**Routed metal, one colour a layer**

Only two layers are drawn.
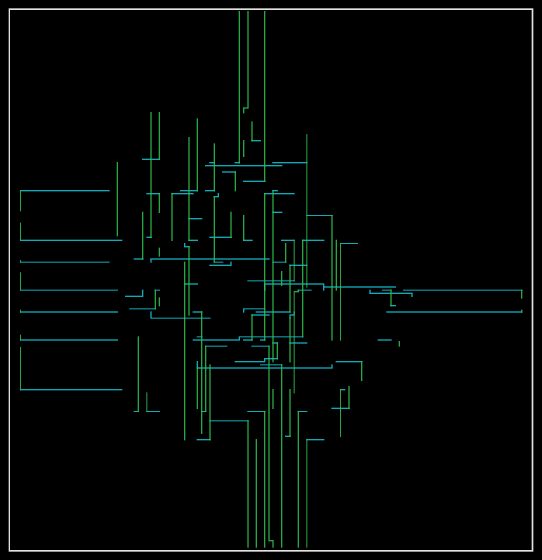
**The metal 2 layer**

Scale bar: 20 µm.
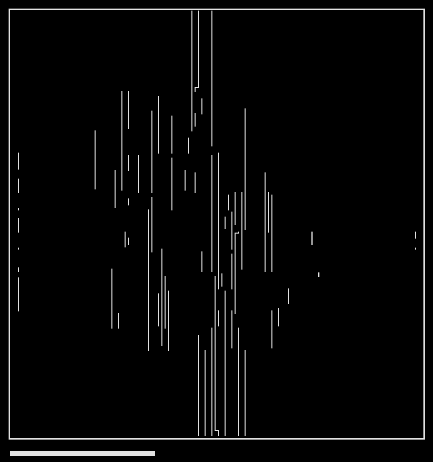
**Wires at chosen ports, followed through buffers**

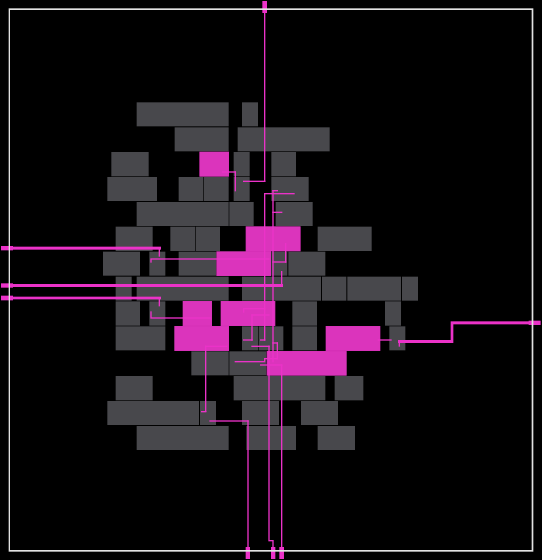
## src/rtl/uart_proto_pkg.sv

```systemverilog
// Shared framing definitions for the UART protocol RX checker and TX builder.
// The optional CRC byte is selected by FRAME_CRC_EN in the modules that import this.
package uart_proto_pkg;

    localparam logic [7:0]  FRAME_HEADER    = 8'hA5;
    localparam logic [7:0]  CRC8_POLY       = 8'h07;
    localparam logic [7:0]  CRC8_INIT       = 8'h00;
    localparam int unsigned DEF_PAYLOAD_LEN = 11;
    localparam int unsigned DEF_TIMEOUT_CYC = 50000;

    typedef enum logic [1:0] {
        IDLE    = 2'd0,
        PAYLOAD = 2'd1,
        CHECK   = 2'd2,
        DONE    = 2'd3
    } frame_state_t;

endpackage

```

## src/rtl/crc8_byte.sv

```systemverilog
// One-byte CRC-8 step (MSB first, no reflection), purely combinational.
// Shared by the RX frame checker and the TX frame builder.
module crc8_byte
    import uart_proto_pkg::*;
(
    input  logic [7:0] crc_in,
    input  logic [7:0] data_in,
    output logic [7:0] crc_out
);

    always_comb begin
        crc_out = crc_in ^ data_in;
        for (int unsigned i = 0; i < 8; i++) begin
            crc_out = crc_out[7] ? ((crc_out << 1) ^ CRC8_POLY) : (crc_out << 1);
        end
    end

endmodule

```

## config.mk

```make
export PLATFORM = sky130hd
export DESIGN_NAME = crc8_byte
export DESIGN_NICKNAME = d
export VERILOG_FILES = /design/src/rtl/uart_proto_pkg.sv /design/src/rtl/crc8_byte.sv
export SDC_FILE = /design/constraint.sdc
export NUM_CORES = 1
export LEC_CHECK = 0
export CAP_MARGIN = 20
export CORE_AREA = 10 10 47 49
export DETAILED_ROUTE_END_ITERATION = 8
export DIE_AREA = 0 0 57 59
export SLEW_MARGIN = 25
export SYNTH_ARGS = -nofsm -noshare
export SYNTH_HDL_FRONTEND = slang
export SYNTH_SLANG_ARGS = --single-unit
```

## constraint.sdc

```tcl
create_clock -name vclk -period 2.63
set_clock_uncertainty 0.2 [all_clocks]
set_input_delay 0.789 -clock vclk [all_inputs]
set_output_delay 0.789 -clock vclk [all_outputs]
set_load 0.01 [all_outputs]
```

==> results.toml <==
# synthesis and place-and-route metrics
[status]
status = "complete, but fails checks"
violations = "setup timing"

[synthesis]
syn-mean-instance-area_um2 = 10.6
synth_area_um2 = 213
seq_area_frac_synth_pct = 0
yosys_cells = 20
yosys_area_um2 = 213
ys.warnings.count = 0

[global_route]
met1_usage_pct = 5.90
overflow = 0
antenna_found_initial = 0
grt_max_degree = 3
busiest_layer = "met2"

[critical_path]
critPathSlowestCell = "xnor3_2"
path_depth = 6
critPathCaptureType = "output pin"
critPathKind = "input port to output pin"
crit_required_ns = 1.64
crit_arrival_ns = 1.91
start_kind = "input port"
worstSetupEndpoint = "crc_out[2]"
cp_max_fo = 2
critPathBufInv = 3

[final_layout]
regArea_um2 = 0
post-route-util_pct = 53.6
stdcell_count = 75
syn2layout_area_growth_pct = 253
ff_count = 0
final_area_um2 = 751

[route]
avgViaCountPerCell = 3.63
drtIter0Drc = 0

[place]
place_area_um2 = 586
place_inst = 67
finalWeightedCongestion = 0.584

[power_and_ir_drop]
power.total_w = 0.000333

[flow_run]
tool_warnings = 35

[timing]
rsz0062_at_grt = "yes"
fin_setup_tns_ns = -0.876
finalWorstSetupSlack_ns = -0.270
finalSetupViolCount = 4
hold_violations = 0

[die]
die_width_um = 57
die_h_um = 59

[worst_hold_path]
hold_class = "input port to output pin"
About 'routed metal, one colour a layer':
legend:
  met2:
    colour: green
    wire_length: 468 µm
  met1:
    colour: cyan
    wire_length: 284 µm
GRT Total Usage: 5.30%
DRT Wirelength: 845 µm
wire length per cell: 11.3 µm

About 'the metal 2 layer':
share of all routed wire: 55%
nets with wire on the layer: 67
main direction: vertical

About 'wires at chosen ports, followed through buffers':
legend:
  `crc_out`:
    colour: magenta
    bits: 8
    direction: output
    end_cells: 8
    buffers: 10
    wire: 259 µm

[layout make-up]
cell class,instances,area (µm²)
fillers,134,651
multi-input cells,20,397
well taps,16,20.0
repair buffers,39,334
[Yosys cell counts, drive strengths merged]
library cell   n  area, µm²
xor2           6       60.1
xnor3          2       47.6
xnor2         12        105
[cells in the final DEF, fill, tap and decap left out]
| cell | instances |
|---|---|
| buf_6 | 13 |
| buf_2 | 12 |
| buf_4 | 11 |
| xnor2_4 | 6 |
| xnor2_2 | 5 |
| xor2_2 | 3 |
| buf_8 | 3 |
| xor2_1 | 2 |
| xnor3_2 | 2 |
| xor2_4 | 1 |
| xnor2_1 | 1 |
[where the power goes]
part | internal (W) | switching (W)
registers | 0 | 0
clock network | 0 | 0
logic | 0.000204 | 0.000129
total | 0.000204 | 0.000129
[what timing repair did]
action                                  4_1_cts  5_1_grt
resized                                     129        5
pin swaps                                    14        3
endpoints found under the setup margin        8        7
buffers inserted                              8        1
hold buffers                                  0        0
[layer usage]
metal	part of all wire, %	routed length [µm]
met5	0	0
met4	0	0
met3	11	94
met2	55	467
met1	33	283
[worst min path at each step]
stage                      end  slack (ns)  depth (start not counted)
finish              crc_out[4]        1.89                          5
floorplan           crc_out[4]        1.56                          2
detailed placement  crc_out[6]        2.66                          5
global route        crc_out[4]        1.92                          5
global placement    crc_out[6]        2.65                          5
CTS                 crc_out[4]        1.90                          5
[cells by family (layout without fill, tap and decap cells)]
family,Yosys count,count (layout),share of synthesized area (%)
buffers and inverters,0,39,0
XOR/XNOR,20,20,100
Power is estimated from default activity; no workload was simulated.
